==> run_1/met1.png <==
(3 px per micron) Supply wires on this layer in grey. Cells faint in the background.
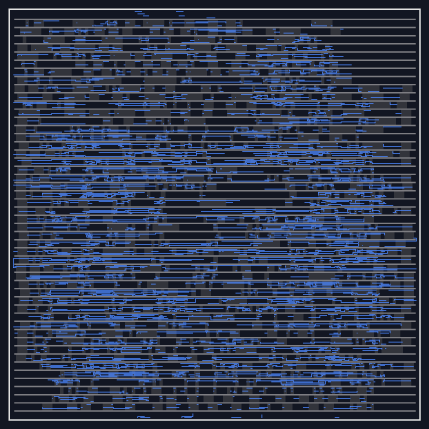
==> run_1/met2.png <==
(3 px per micron)
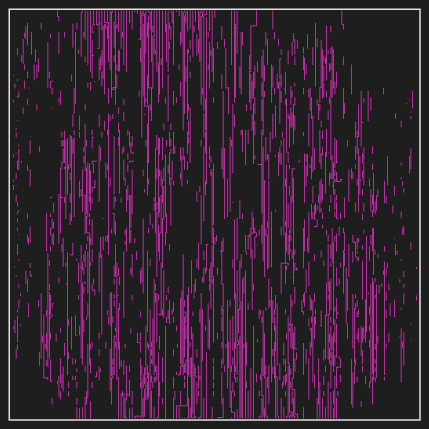
==> run_1/met3.png <==
(4 px per micron) Cells faint in the background.
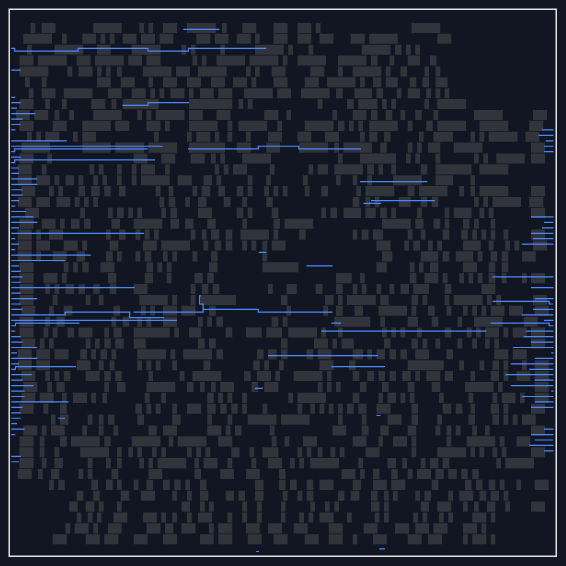
==> run_1/met4.png <==
(3 px per micron) Supply wires on this layer in grey. Cells faint in the background.
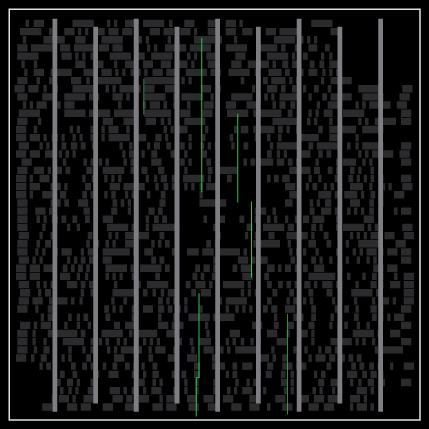
===== src/rtl/bcd_arb_pkg.sv =====
// Shared types and helpers for the round-robin BCD converter scheduler.
package bcd_arb_pkg;

    typedef enum logic [2:0] {
        IDLE  = 3'd0,
        GRANT = 3'd1,
        LOAD  = 3'd2,
        WAIT  = 3'd3,
        RESP  = 3'd4
    } state_t;

    localparam int MAX_REQ     = 16;
    localparam int NUM_REQ_DEF = 4;
    localparam int TIMEOUT_DEF = 64;
    localparam int IDW         = $clog2(NUM_REQ_DEF);
    localparam int CNTW        = $clog2(TIMEOUT_DEF + 1);

    typedef struct packed {
        logic       found;
        logic [3:0] idx;
    } pick_t;

    // First set request at or after ptr, wrapping modulo num_req.
    function automatic pick_t rr_pick(input logic [MAX_REQ-1:0] req,
                                      input logic [3:0]         ptr,
                                      input int                 num_req);
        pick_t      res;
        logic [4:0] pos;
        res.found = 1'b0;
        res.idx   = 4'd0;
        for (int i = 0; i < MAX_REQ; i++) begin
            pos = {1'b0, ptr} + 5'(i);
            if (pos >= 5'(num_req)) begin
                pos = pos - 5'(num_req);
            end else begin
                pos = pos;
            end
            if ((i < num_req) && !res.found && req[pos[3:0]]) begin
                res.found = 1'b1;
                res.idx   = pos[3:0];
            end else begin
                res = res;
            end
        end
        return res;
    endfunction

endpackage


===== src/rtl/bcd_conv_arbiter_rr_arbiter.sv =====
// Round-robin picker: combinational choice from the request vector, pointer advances on accept.
module rr_arbiter
    import bcd_arb_pkg::*;
#(
    parameter int NUM_REQ = NUM_REQ_DEF,
    parameter int ID_W    = IDW
) (
    input  logic               clk,
    input  logic               rst,
    input  logic [NUM_REQ-1:0] req,
    input  logic               accept,
    output logic [ID_W-1:0]    pick_idx,
    output logic               pick_found
);

    logic [ID_W-1:0]    ptr_r;
    logic [MAX_REQ-1:0] req_ext_s;
    pick_t              pick_s;

    // Widen the request vector and search from the pointer.
    always_comb begin
        req_ext_s              = '0;
        req_ext_s[NUM_REQ-1:0] = req;
        pick_s                 = rr_pick(req_ext_s, 4'(ptr_r), NUM_REQ);
        pick_idx               = pick_s.idx[ID_W-1:0];
        pick_found             = pick_s.found;
    end

    // Pointer moves one past the accepted requester so it drops to lowest priority.
    always_ff @(posedge clk) begin
        if (rst) begin
            ptr_r <= '0;
        end else if (accept) begin
            if (pick_idx == ID_W'(NUM_REQ - 1)) begin
                ptr_r <= '0;
            end else begin
                ptr_r <= pick_idx + ID_W'(1);
            end
        end
    end

endmodule


===== src/rtl/bcd_conv_arbiter.sv =====
// Shares one binary-to-BCD converter among NUM_REQ requesters, one job in flight,
// with a watchdog so a missing done strobe cannot lock the converter.
module bcd_conv_arbiter
    import bcd_arb_pkg::*;
#(
    parameter int NUM_REQ           = NUM_REQ_DEF,
    parameter int binaryNumberWidth = 32,
    parameter int numberOfDigits    = 6,
    parameter int TIMEOUT           = TIMEOUT_DEF
) (
    input  logic                                      clk,
    input  logic                                      rst,
    input  logic [NUM_REQ-1:0]                        req_valid,
    input  logic [NUM_REQ-1:0][binaryNumberWidth-1:0] req_binary,
    output logic [NUM_REQ-1:0]                        req_ready,
    output logic [NUM_REQ-1:0]                        resp_valid,
    output logic                                      resp_err,
    output logic [numberOfDigits*4-1:0]               resp_bcd,
    output logic                                      busy,
    output logic                                      conv_load,
    output logic [binaryNumberWidth-1:0]              conv_binary,
    input  logic [numberOfDigits*4-1:0]               conv_bcd,
    input  logic                                      conv_done
);

    localparam int ID_W  = (NUM_REQ > 1) ? $clog2(NUM_REQ) : 1;
    localparam int CNT_W = $clog2(TIMEOUT + 1);
    localparam logic [NUM_REQ-1:0] ONE_HOT0 = {{(NUM_REQ-1){1'b0}}, 1'b1};

    state_t           state_r;
    logic [ID_W-1:0]  id_r;
    logic [CNT_W-1:0] cnt_r;
    logic [CNT_W-1:0] cnt_next_s;
    logic             timeout_s;
    logic [ID_W-1:0]  pick_idx_s;
    logic             pick_found_s;
    logic             accept_s;

    rr_arbiter #(
        .NUM_REQ (NUM_REQ),
        .ID_W    (ID_W)
    ) u_rr (
        .clk        (clk),
        .rst        (rst),
        .req        (req_valid),
        .accept     (accept_s),
        .pick_idx   (pick_idx_s),
        .pick_found (pick_found_s)
    );

    // Acceptance strobe and watchdog compare.
    always_comb begin
        accept_s   = (state_r == IDLE) && pick_found_s;
        cnt_next_s = cnt_r + CNT_W'(1);
        timeout_s  = (cnt_next_s == CNT_W'(TIMEOUT));
    end

    // Job sequencer; every output is a register set on the edge entering the state it marks.
    always_ff @(posedge clk) begin
        if (rst) begin
            state_r     <= IDLE;
            id_r        <= '0;
            cnt_r       <= '0;
            req_ready   <= '0;
            resp_valid  <= '0;
            resp_err    <= 1'b0;
            resp_bcd    <= '0;
            busy        <= 1'b0;
            conv_load   <= 1'b0;
            conv_binary <= '0;
        end else begin
            req_ready  <= '0;
            resp_valid <= '0;
            resp_err   <= 1'b0;
            resp_bcd   <= '0;
            conv_load  <= 1'b0;
            case (state_r)
                IDLE: begin
                    if (accept_s) begin
                        id_r        <= pick_idx_s;
                        conv_binary <= req_binary[pick_idx_s];
                        req_ready   <= ONE_HOT0 << pick_idx_s;
                        state_r     <= GRANT;
                        busy        <= 1'b1;
                    end else begin
                        state_r <= IDLE;
                        busy    <= 1'b0;
                    end
                end
                GRANT: begin
                    state_r <= LOAD;
                    busy    <= 1'b1;
                end
                LOAD: begin
                    conv_load <= 1'b1;
                    cnt_r     <= '0;
                    state_r   <= WAIT;
                    busy      <= 1'b1;
                end
                WAIT: begin
                    cnt_r <= cnt_next_s;
                    busy  <= 1'b1;
                    // A done strobe in the watchdog's last cycle still delivers a good result.
                    if (conv_done) begin
                        resp_valid <= ONE_HOT0 << id_r;
                        resp_err   <= 1'b0;
                        resp_bcd   <= conv_bcd;
                        state_r    <= RESP;
                    end else if (timeout_s) begin
                        resp_valid <= ONE_HOT0 << id_r;
                        resp_err   <= 1'b1;
                        resp_bcd   <= '0;
                        state_r    <= RESP;
                    end else begin
                        state_r <= WAIT;
                    end
                end
                RESP: begin
                    state_r <= IDLE;
                    busy    <= 1'b0;
                end
                default: begin
                    state_r <= IDLE;
                    busy    <= 1'b0;
                end
            endcase
        end
    end

endmodule

===== config.mk =====
export PLATFORM = sky130hd
export DESIGN_NAME = bcd_conv_arbiter
export DESIGN_NICKNAME = d
export VERILOG_FILES = /design/src/rtl/bcd_arb_pkg.sv /design/src/rtl/bcd_conv_arbiter_rr_arbiter.sv /design/src/rtl/bcd_conv_arbiter.sv
export SDC_FILE = /design/constraint.sdc
export NUM_CORES = 1
export LEC_CHECK = 0
export ABC_AREA = 1
export CAP_MARGIN = 25
export CELL_PAD_IN_SITES_DETAIL_PLACEMENT = 1
export CELL_PAD_IN_SITES_GLOBAL_PLACEMENT = 1
export CORE_UTILIZATION = 27
export DETAILED_ROUTE_END_ITERATION = 6
export GPL_TIMING_DRIVEN = 0
export PLACE_DENSITY_LB_ADDON = 0.1
export SLEW_MARGIN = 30
export SYNTH_ARGS = -nofsm -noshare
export SYNTH_HDL_FRONTEND = slang
export SYNTH_SLANG_ARGS = --single-unit

===== constraint.sdc =====
create_clock -name clk -period 3.4 [get_ports clk]
set_input_delay 0.34 -clock clk [delete_from_list [all_inputs] [get_ports clk]]
set_output_delay 0.34 -clock clk [all_outputs]
set_load 0.05 [all_outputs]

==> results.yml <==
# generated from flow reports
outcome:
  status: "complete, no violations"
clock_network:
  clkLatencyLatePin_ns: 0.35
  cts_tree: "yes"
  cts_max_path_buffers: 2
  postCtsHoldBufs: 0
  postCtsSetupRepairBufs: 0
  cts.sinks: 81
route:
  wl_per_cell_microns: 14.7
  wl_met3_mm: 1.03
  highest_layer: "met4"
  drt_pass1_iterations: 4
  first_iter_violations: 225
  final_antenna_net_count: 0
  wl_met2_mm: 8.68
  drc: 0
synthesis:
  fp_nets: 964
  syn_avg_cell_area_sq_um: 6.10
  common_cells: "inv_1 (207), nand2_1 (129), nand3_1 (111)"
  yosys_cells: 799
  netlist-cell-type-count: 27
  async_flop_share_pct: 0
  synthAoiAreaFrac_pct: 2.57
  netlist_instances: 799
  xor_share_pct: 0.718
  ys_sh_adder_pct: 1.54
  syn_area_sq_mm: 0.00488
  top_logic_kind: "simple AND/OR/NAND/NOR gates"
  synth_top_area_share_pct: 33.2
  yosysChipArea_sq_mm: 0.00488
  ff_type: "dfxtp_1"
  simple_gate_area_share_pct: 40.1
  synthMostInstantiatedCell: "inv_1"
  yosysWarnings: 0
  edf_count: 0
  ys_sh_mux_pct: 0
critical_path:
  cpMaxStageDelayCell: "dfxtp_1"
  crit_path_start_kind: "flip-flop"
  crit_path_frequent_cell: "inv_1"
  reg2reg_from: "u_rr.ptr_r[0]"
  r2r_cells: 14
  crit_fanout: 10
  r2r-end: "u_rr.ptr_r[1]"
  end_kind: "flip-flop"
  worstPathRequired_ns: 3.63
  worstSetupEndpoint: "u_rr.ptr_r[1]"
  worst-setup-path-type: "flip-flop to flip-flop"
timing:
  min_period_over_period_pct: 86.6
  max_freq_ghz: 0.339
  setup_viol_count_final: 0
  tightest_slew_ns: 0.565
  skew_ns: 0.00601
  hold_violations: 0
  max-slew-margin-rel_pct: 62.2
  slew_violations: 0
  rsz0062_at_grt: "no"
  tns_ns: 0
cells_and_area:
  postLayoutCellArea_sq_mm: 0.00772
  logic_area_sq_mm: 0.00219
  nets: 1199
  final_common_cell: "clkdlybuf4s50_1"
  fill_cells: 2265
  finalCoreUtilization_pct: 44.2
  flop_area_sq_mm: 0.00162
  synthToLayoutAreaGrowth_pct: 58.2
  final_cells: 1264
power:
  p_switching_mw: 3.60
  seq_cell_power_mw: 1.30
  powerDensity_mw_per_mm2: 903
  p_comb_mw: 4.63
  cellLeakagePower_nw: 3.98
  pg_clk_mw: 1.03
  seqPwrFrac_pct: 18.7
  p_int_mw: 3.36
global_route:
  grt_max_degree: 15
  grt_pass1_vias: 5616
  grt_pass1_wl_mm: 29.2
  antenna_found_initial: 0
run:
  openroad.warnings: 29
  drv_cap: 0
place:
  pre_cts_ws_ns: 0.476
  dp_hpwl_mm: 14.4
  dp_cells: 1248
  placedInstanceArea_sq_mm: 0.00740
min_path:
  hold_path_startpoint: "id_r[0]"
floorplanning:
  chipArea_sq_mm: 0.0186
  core_area_sq_mm: 0.0175
  fp-utilization_pct: 27.9
Back to the opening pictures, met1.png:
- main direction: horizontal
- wire length on this layer: 8,630 microns
- longest straight run: 57.5 microns
- nets with wire on the layer: 1,082
- share of all routed wire: 47%
met1 usage: 26.6%
Post-Route WL: 18.5 mm
vias after detailed routing: 5,584

Back to the opening pictures, met2.png:
- share of all routed wire: 47%
- main direction: vertical
met2 usage: 34.1%

Back to the opening pictures, met3.png:
- nets with wire on the layer: 114
- wire length on this layer: 1,030 microns
- main direction: horizontal
- longest straight run: 41.2 microns
GRT met3 Usage: 5.48%

Back to the opening pictures, met4.png:
- share of all routed wire: 1.0%
- main direction: vertical
- wire length on this layer: 192 microns
- longest straight run: 51.0 microns
- nets with wire on the layer: 4

run 1: registers in the layout (all words and copies together), names as in the netlist:
name / flops
busy: 1
cnt_r: 7
conv_binary: 32
conv_load: 1
id_r: 2
req_ready: 4
resp_bcd: 24
resp_err: 1
resp_valid: 4
state_r: 3
u_rr.ptr_r: 2
run 1: metal layers:
| layer | up-vias | track usage, % |
|---|---|---|
| met5 | - | 0 |
| met4 | 0 | 4.20 |
| met3 | 14 | 5.48 |
| met2 | 135 | 34.1 |
| met1 | 2525 | 26.6 |
| li1 | 2910 | - |
run 1: area by class of cell:
class                      count  area share, %
inverter                     212           10.3
tap                          225           3.65
buffer                        48           3.45
clock inverter                 5          0.827
sequential                    81           21.0
timing repair buffer         224           29.1
clock buffer                  11           3.27
multi-input combinational    458           28.4
Power figures rest on the tool's default switching activity, not on a simulated workload.
